===== src/rtl/usb_uart_io_if.sv =====
// Bus bundle between a CPU-side host and the usb_uart_io bridge.
// Carries the CPU I/O port signals and the USB serial core byte stream.
interface usb_uart_io_if;
    logic       io_addr;
    logic       io_rd;
    logic       io_wr;
    logic [7:0] io_wdata;
    logic [7:0] io_rdata;
    logic       irq;
    logic       uart_tx_ready;
    logic [7:0] uart_tx_data;
    logic       uart_tx_strobe;
    logic [7:0] uart_rx_data;
    logic       uart_rx_strobe;

    // Environment side: drives CPU strobes and the USB core's byte stream.
    modport master (
        output io_addr, io_rd, io_wr, io_wdata,
        input  io_rdata, irq,
        output uart_tx_ready,
        input  uart_tx_data, uart_tx_strobe,
        output uart_rx_data, uart_rx_strobe
    );

    // Bridge side.
    modport slave (
        input  io_addr, io_rd, io_wr, io_wdata,
        output io_rdata, irq,
        input  uart_tx_ready,
        output uart_tx_data, uart_tx_strobe,
        input  uart_rx_data, uart_rx_strobe
    );
endinterface


===== src/rtl/usb_uart_io.sv =====
// CPU I/O port bridge to a USB serial core: TX and RX byte FIFOs, status/control
// register and optional interrupt. Define USB_UART_IRQ_EN to implement the
// interrupt enables and irq output; otherwise irq is tied low.
module usb_uart_io #(
    parameter int unsigned TX_AW = 4,
    parameter int unsigned RX_AW = 4
) (
    input logic          clk,
    input logic          reset,
    usb_uart_io_if.slave bus
);
    localparam int unsigned TxDepth = 1 << TX_AW;
    localparam int unsigned RxDepth = 1 << RX_AW;

    logic [7:0]     tx_mem [TxDepth];
    logic [7:0]     rx_mem [RxDepth];
    logic [TX_AW:0] tx_wptr_q, tx_rptr_q;
    logic [RX_AW:0] rx_wptr_q, rx_rptr_q;
    logic           tx_ovf_q, rx_ovf_q;
    logic           tx_strobe_q;
    logic [7:0]     tx_data_q;
    logic [7:0]     rdata_q;

    logic tx_empty, tx_full, rx_empty, rx_full;
    logic tx_push_req, tx_push, tx_pop, tx_ovf_set;
    logic rx_push_req, rx_push, rx_pop, rx_ovf_set;
    logic data_rd, stat_rd;
    logic rx_ie, tx_ie;
    logic [7:0] status;

    // Full/empty from extended pointers; push on full succeeds only with a same-cycle pop.
    always_comb begin
        tx_empty    = (tx_wptr_q == tx_rptr_q);
        tx_full     = (tx_wptr_q[TX_AW] != tx_rptr_q[TX_AW]) &&
                      (tx_wptr_q[TX_AW-1:0] == tx_rptr_q[TX_AW-1:0]);
        rx_empty    = (rx_wptr_q == rx_rptr_q);
        rx_full     = (rx_wptr_q[RX_AW] != rx_rptr_q[RX_AW]) &&
                      (rx_wptr_q[RX_AW-1:0] == rx_rptr_q[RX_AW-1:0]);

        tx_push_req = bus.io_wr & ~bus.io_addr;
        // Strobe_q gate keeps transfer pulses at least one idle cycle apart.
        tx_pop      = ~tx_empty & bus.uart_tx_ready & ~tx_strobe_q;
        tx_push     = tx_push_req & (~tx_full | tx_pop);
        tx_ovf_set  = tx_push_req & ~tx_push;

        data_rd     = bus.io_rd & ~bus.io_addr;
        stat_rd     = bus.io_rd & bus.io_addr;
        rx_push_req = bus.uart_rx_strobe;
        rx_pop      = data_rd & ~rx_empty;
        rx_push     = rx_push_req & (~rx_full | rx_pop);
        rx_ovf_set  = rx_push_req & ~rx_push;

        status      = {2'b00, tx_ie, rx_ie, tx_ovf_q, rx_ovf_q, ~tx_full, ~rx_empty};
    end

    // FIFO storage; contents are discarded on reset through the pointers only.
    always_ff @(posedge clk) begin
        if (reset && tx_push) begin
            tx_mem[tx_wptr_q[TX_AW-1:0]] <= bus.io_wdata;
        end
        if (reset && rx_push) begin
            rx_mem[rx_wptr_q[RX_AW-1:0]] <= bus.uart_rx_data;
        end
    end

    // Pointers, sticky overflow flags, TX strobe/data and CPU read data.
    always_ff @(posedge clk) begin
        if (!reset) begin
            tx_wptr_q   <= '0;
            tx_rptr_q   <= '0;
            rx_wptr_q   <= '0;
            rx_rptr_q   <= '0;
            tx_ovf_q    <= 1'b0;
            rx_ovf_q    <= 1'b0;
            tx_strobe_q <= 1'b0;
            tx_data_q   <= 8'h00;
            rdata_q     <= 8'h00;
        end else begin
            if (tx_push) tx_wptr_q <= tx_wptr_q + 1'b1;
            if (tx_pop)  tx_rptr_q <= tx_rptr_q + 1'b1;
            if (rx_push) rx_wptr_q <= rx_wptr_q + 1'b1;
            if (rx_pop)  rx_rptr_q <= rx_rptr_q + 1'b1;

            tx_strobe_q <= tx_pop;
            if (tx_pop) tx_data_q <= tx_mem[tx_rptr_q[TX_AW-1:0]];

            // A new overflow in the same cycle as the status read wins over the clear.
            if (tx_ovf_set)   tx_ovf_q <= 1'b1;
            else if (stat_rd) tx_ovf_q <= 1'b0;
            if (rx_ovf_set)   rx_ovf_q <= 1'b1;
            else if (stat_rd) rx_ovf_q <= 1'b0;

            if (data_rd) begin
                rdata_q <= rx_empty ? 8'h00 : rx_mem[rx_rptr_q[RX_AW-1:0]];
            end else if (stat_rd) begin
                rdata_q <= status;
            end
        end
    end

`ifdef USB_UART_IRQ_EN
    logic rx_ie_q, tx_ie_q, irq_q;

    // Interrupt enables from control writes; irq registered from current state.
    always_ff @(posedge clk) begin
        if (!reset) begin
            rx_ie_q <= 1'b0;
            tx_ie_q <= 1'b0;
            irq_q   <= 1'b0;
        end else begin
            if (bus.io_wr && bus.io_addr) begin
                rx_ie_q <= bus.io_wdata[4];
                tx_ie_q <= bus.io_wdata[5];
            end
            irq_q <= (rx_ie_q & ~rx_empty) | (tx_ie_q & tx_empty);
        end
    end

    assign rx_ie   = rx_ie_q;
    assign tx_ie   = tx_ie_q;
    assign bus.irq = irq_q;
`else
    assign rx_ie   = 1'b0;
    assign tx_ie   = 1'b0;
    assign bus.irq = 1'b0;
`endif

    assign bus.io_rdata       = rdata_q;
    assign bus.uart_tx_strobe = tx_strobe_q;
    assign bus.uart_tx_data   = tx_data_q;
endmodule


===== src/flat_wrapper.sv =====
// flat-port wrapper written by rule: the top's interface ports become plain ports
module usb_uart_io_flat 
#(
    parameter int unsigned TX_AW = 4,
    parameter int unsigned RX_AW = 4
)
  (clk, reset, bus_io_addr, bus_io_rd, bus_io_wr, bus_io_wdata, bus_io_rdata, bus_irq, bus_uart_tx_ready, bus_uart_tx_data, bus_uart_tx_strobe, bus_uart_rx_data, bus_uart_rx_strobe);
  usb_uart_io_if bus_i ();
  input logic clk;
  input logic reset;
  input wire logic [$bits(bus_i.io_addr)-1:0] bus_io_addr;
  input wire logic [$bits(bus_i.io_rd)-1:0] bus_io_rd;
  input wire logic [$bits(bus_i.io_wr)-1:0] bus_io_wr;
  input wire logic [$bits(bus_i.io_wdata)-1:0] bus_io_wdata;
  output wire logic [$bits(bus_i.io_rdata)-1:0] bus_io_rdata;
  output wire logic [$bits(bus_i.irq)-1:0] bus_irq;
  input wire logic [$bits(bus_i.uart_tx_ready)-1:0] bus_uart_tx_ready;
  output wire logic [$bits(bus_i.uart_tx_data)-1:0] bus_uart_tx_data;
  output wire logic [$bits(bus_i.uart_tx_strobe)-1:0] bus_uart_tx_strobe;
  input wire logic [$bits(bus_i.uart_rx_data)-1:0] bus_uart_rx_data;
  input wire logic [$bits(bus_i.uart_rx_strobe)-1:0] bus_uart_rx_strobe;
  assign bus_i.io_addr = bus_io_addr;
  assign bus_i.io_rd = bus_io_rd;
  assign bus_i.io_wr = bus_io_wr;
  assign bus_i.io_wdata = bus_io_wdata;
  assign bus_io_rdata = bus_i.io_rdata;
  assign bus_irq = bus_i.irq;
  assign bus_i.uart_tx_ready = bus_uart_tx_ready;
  assign bus_uart_tx_data = bus_i.uart_tx_data;
  assign bus_uart_tx_strobe = bus_i.uart_tx_strobe;
  assign bus_i.uart_rx_data = bus_uart_rx_data;
  assign bus_i.uart_rx_strobe = bus_uart_rx_strobe;
  usb_uart_io #(.TX_AW(TX_AW), .RX_AW(RX_AW)) u_core (.clk(clk), .reset(reset), .bus(bus_i));
endmodule

===== config.mk =====
export PLATFORM = sky130hd
export DESIGN_NAME = usb_uart_io_flat
export DESIGN_NICKNAME = d
export VERILOG_FILES = /design/src/rtl/usb_uart_io_if.sv /design/src/rtl/usb_uart_io.sv /design/src/flat_wrapper.sv
export SDC_FILE = /design/constraint.sdc
export NUM_CORES = 1
export LEC_CHECK = 0
export CORE_MARGIN = 8
export CORE_UTILIZATION = 61
export DETAILED_ROUTE_END_ITERATION = 6
export GPL_TIMING_DRIVEN = 0
export HOLD_SLACK_MARGIN = 0.08
export PLACE_DENSITY = 0.89
export SLEW_MARGIN = 20
export SYNTH_ARGS = -nofsm -noshare
export SYNTH_HDL_FRONTEND = slang
export SYNTH_SLANG_ARGS = --single-unit

===== constraint.sdc =====
create_clock -name clk -period 3.8 [get_ports clk]
set_clock_uncertainty 0.2 [all_clocks]
set_input_delay 0.76 -clock clk [delete_from_list [all_inputs] [get_ports clk]]
set_output_delay 0.76 -clock clk [all_outputs]
set_load 0.02 [all_outputs]

==> reports/results.txt <==
Status -> finished clean
Power Density -> 527.2 mW/mm²
Most frequent cell after synthesis -> edfxtp_1
Met2 WL -> 13890 µm
Placed Cells -> 971
Antenna violations before repair -> 0
Pleak -> 4.420 nW
Slew Viols, Final -> 0
Commonest Layout Cell -> edfxtp_1
Synthesized netlist net count -> 697
Uppermost layer routed -> met4
Ant diodes -> 0
Yosys warning tally -> 0
Pin count of the biggest net entering global routing -> 17
CTS tree -> built
Initial DRC count -> 842
Setup CP Type -> in2reg
Post-Layout Inst Area -> 0.01384 mm²
AND/OR/NAND/NOR Cells, Area Fraction -> 6.129%
Yosys aoi share -> 3.779%
Setup Fix Bufs, Post-CTS -> 0
Cell area leaders -> edfxtp_1 (64%), mux4_2 (12%), dfxtp_1 (7.2%)
Crit path DRT -> 3.76 ns
Total track usage -> 23.28%
==> final timing paths <==
check | startpoint | end | slack (ns)
setup / recovery | bus_io_addr | u_core.rx_mem[4][6]$_DFFE_PP_ | 0.40
hold / removal | u_core.bus.uart_tx_data[4]$_SDFFE_PN0P_ | u_core.bus.uart_tx_data[4]$_SDFFE_PN0P_ | 0.27
setup reg to reg | u_core.tx_wptr_q[2]$_SDFFE_PN0N_ | u_core.tx_mem[8][4]$_DFFE_PP_ | 0.81
hold reg to reg | u_core.bus.uart_tx_data[4]$_SDFFE_PN0P_ | u_core.bus.uart_tx_data[4]$_SDFFE_PN0P_ | 0.27
==> where the power goes <==
group	switching (mW)	internal (mW)	leakage, nW	total [mW]
logic	0.337	0.274	1.27	0.611
clock network	1.24	1.82	0.496	3.06
registers	0.0258	3.60	2.65	3.62
total	1.61	5.69	4.42	7.29
==> state kept, by name, summed over array words and instances, names as in the netlist, named ones only <==
register,cells
u_core.tx_rptr_q,5
u_core.bus.uart_tx_data,8
u_core.tx_ovf_q,1
u_core.bus.uart_tx_strobe,1
u_core.rx_rptr_q,5
u_core.tx_wptr_q,5
u_core.tx_mem,128
u_core.rx_ovf_q,1
u_core.bus.io_rdata,8
u_core.rx_wptr_q,5
u_core.rx_mem,128
==> critical path, cell delays in order <==
cell	delay, ns
clkdlybuf4s50_1	0.61
nand2b_1	0.32
nand2_1	0.17
o21ai_2	0.16
nor3b_1	0.46
nor2b_1	0.87
==> cell type report <==
cell class | count | area (µm²)
clock buffer | 32 | 737.0
inverter | 11 | 41.29
fill | 1096 | 5562
timing repair buffer | 42 | 402.9
clock inverter | 21 | 276.5
sequential | 299 | 8548
buffer | 39 | 209.0
tap | 265 | 331.6
multi-input combinational | 315 | 3291
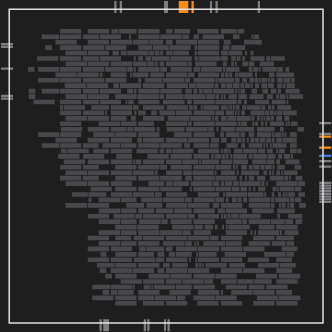
**Above:** ports around the boundary.
(2 px per µm) Pins as bars across the die edge, other pins in grey.
[blue] bus_io_wr | pins: 1 | direction: input | edge: east
[orange] bus_io_rdata | pins: 8 | direction: output | edge: 6 north, 2 east
Die H: 156.2 µm
Port Buffers: 38
die width: 156.2 µm

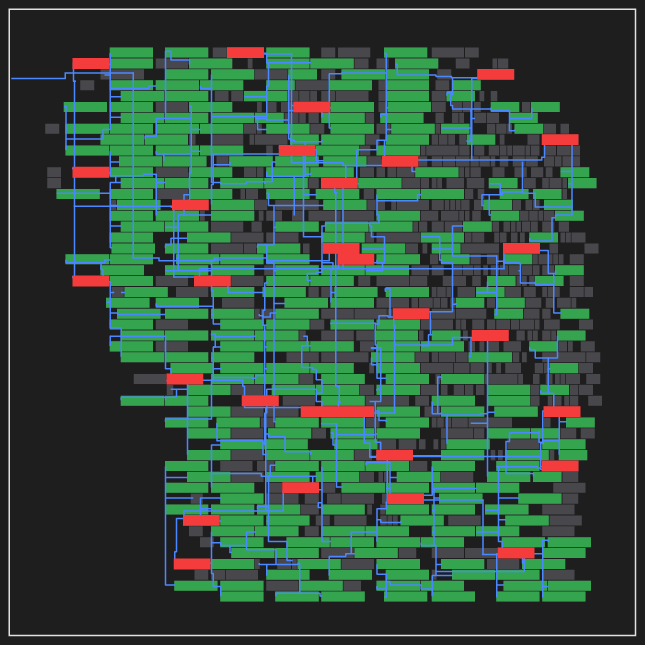
**Above:** routed clock nets over the placement.
(4 px per µm)
[blue] clock wires | length: 3210 µm
[red] clock-net drivers | count: 29
[green] flip-flops | count: 299
flops lie: spread over the die
Clk pwr share: 41.9%
clk pwr: 3.06 mW

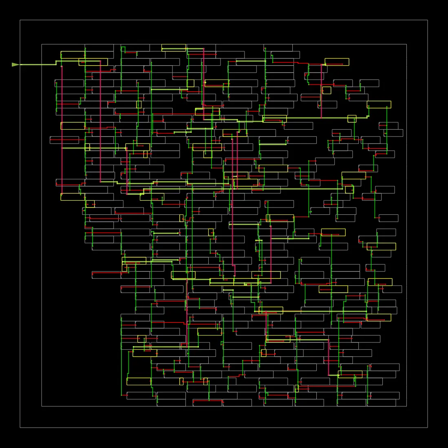
**Above:** clock routing.
clock buffer count: 32
Seq cells: 299
Num CTS Buffers: 29
# clock sinks: 299

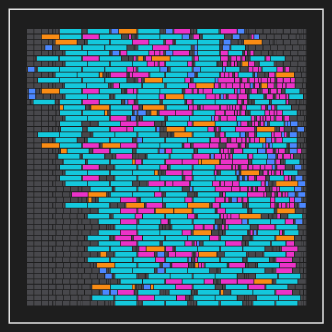
**Above:** placement by cell class.
(2 px per µm) Fill, decap, tap and diode cells in grey.
[magenta] remaining logic cells | cells: 326 | share of their area: 25%
[cyan] registers | cells: 299 | share of their area: 63%
[orange] clock drivers and dummy loads | cells: 53 | share of their area: 7.5%
[blue] remaining buffers and delay cells | cells: 81 | share of their area: 4.5%
flop share of the area: 61.78%
Layout Utilization: 71.33%

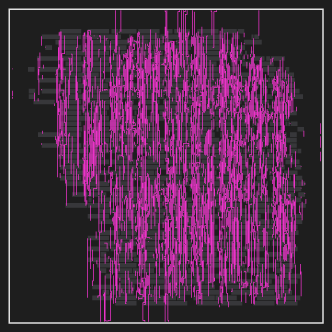
**Above:** M2 wires.
(2 px per µm)
wire length on this layer: 13900 µm
main direction: vertical
share of all routed wire: 50%
longest straight run: 58.1 µm
routed vias: 6722
GRT met2 Usage: 38.60%
Post-Route WL: 27950 µm

Power is estimated from default activity; no workload was simulated.
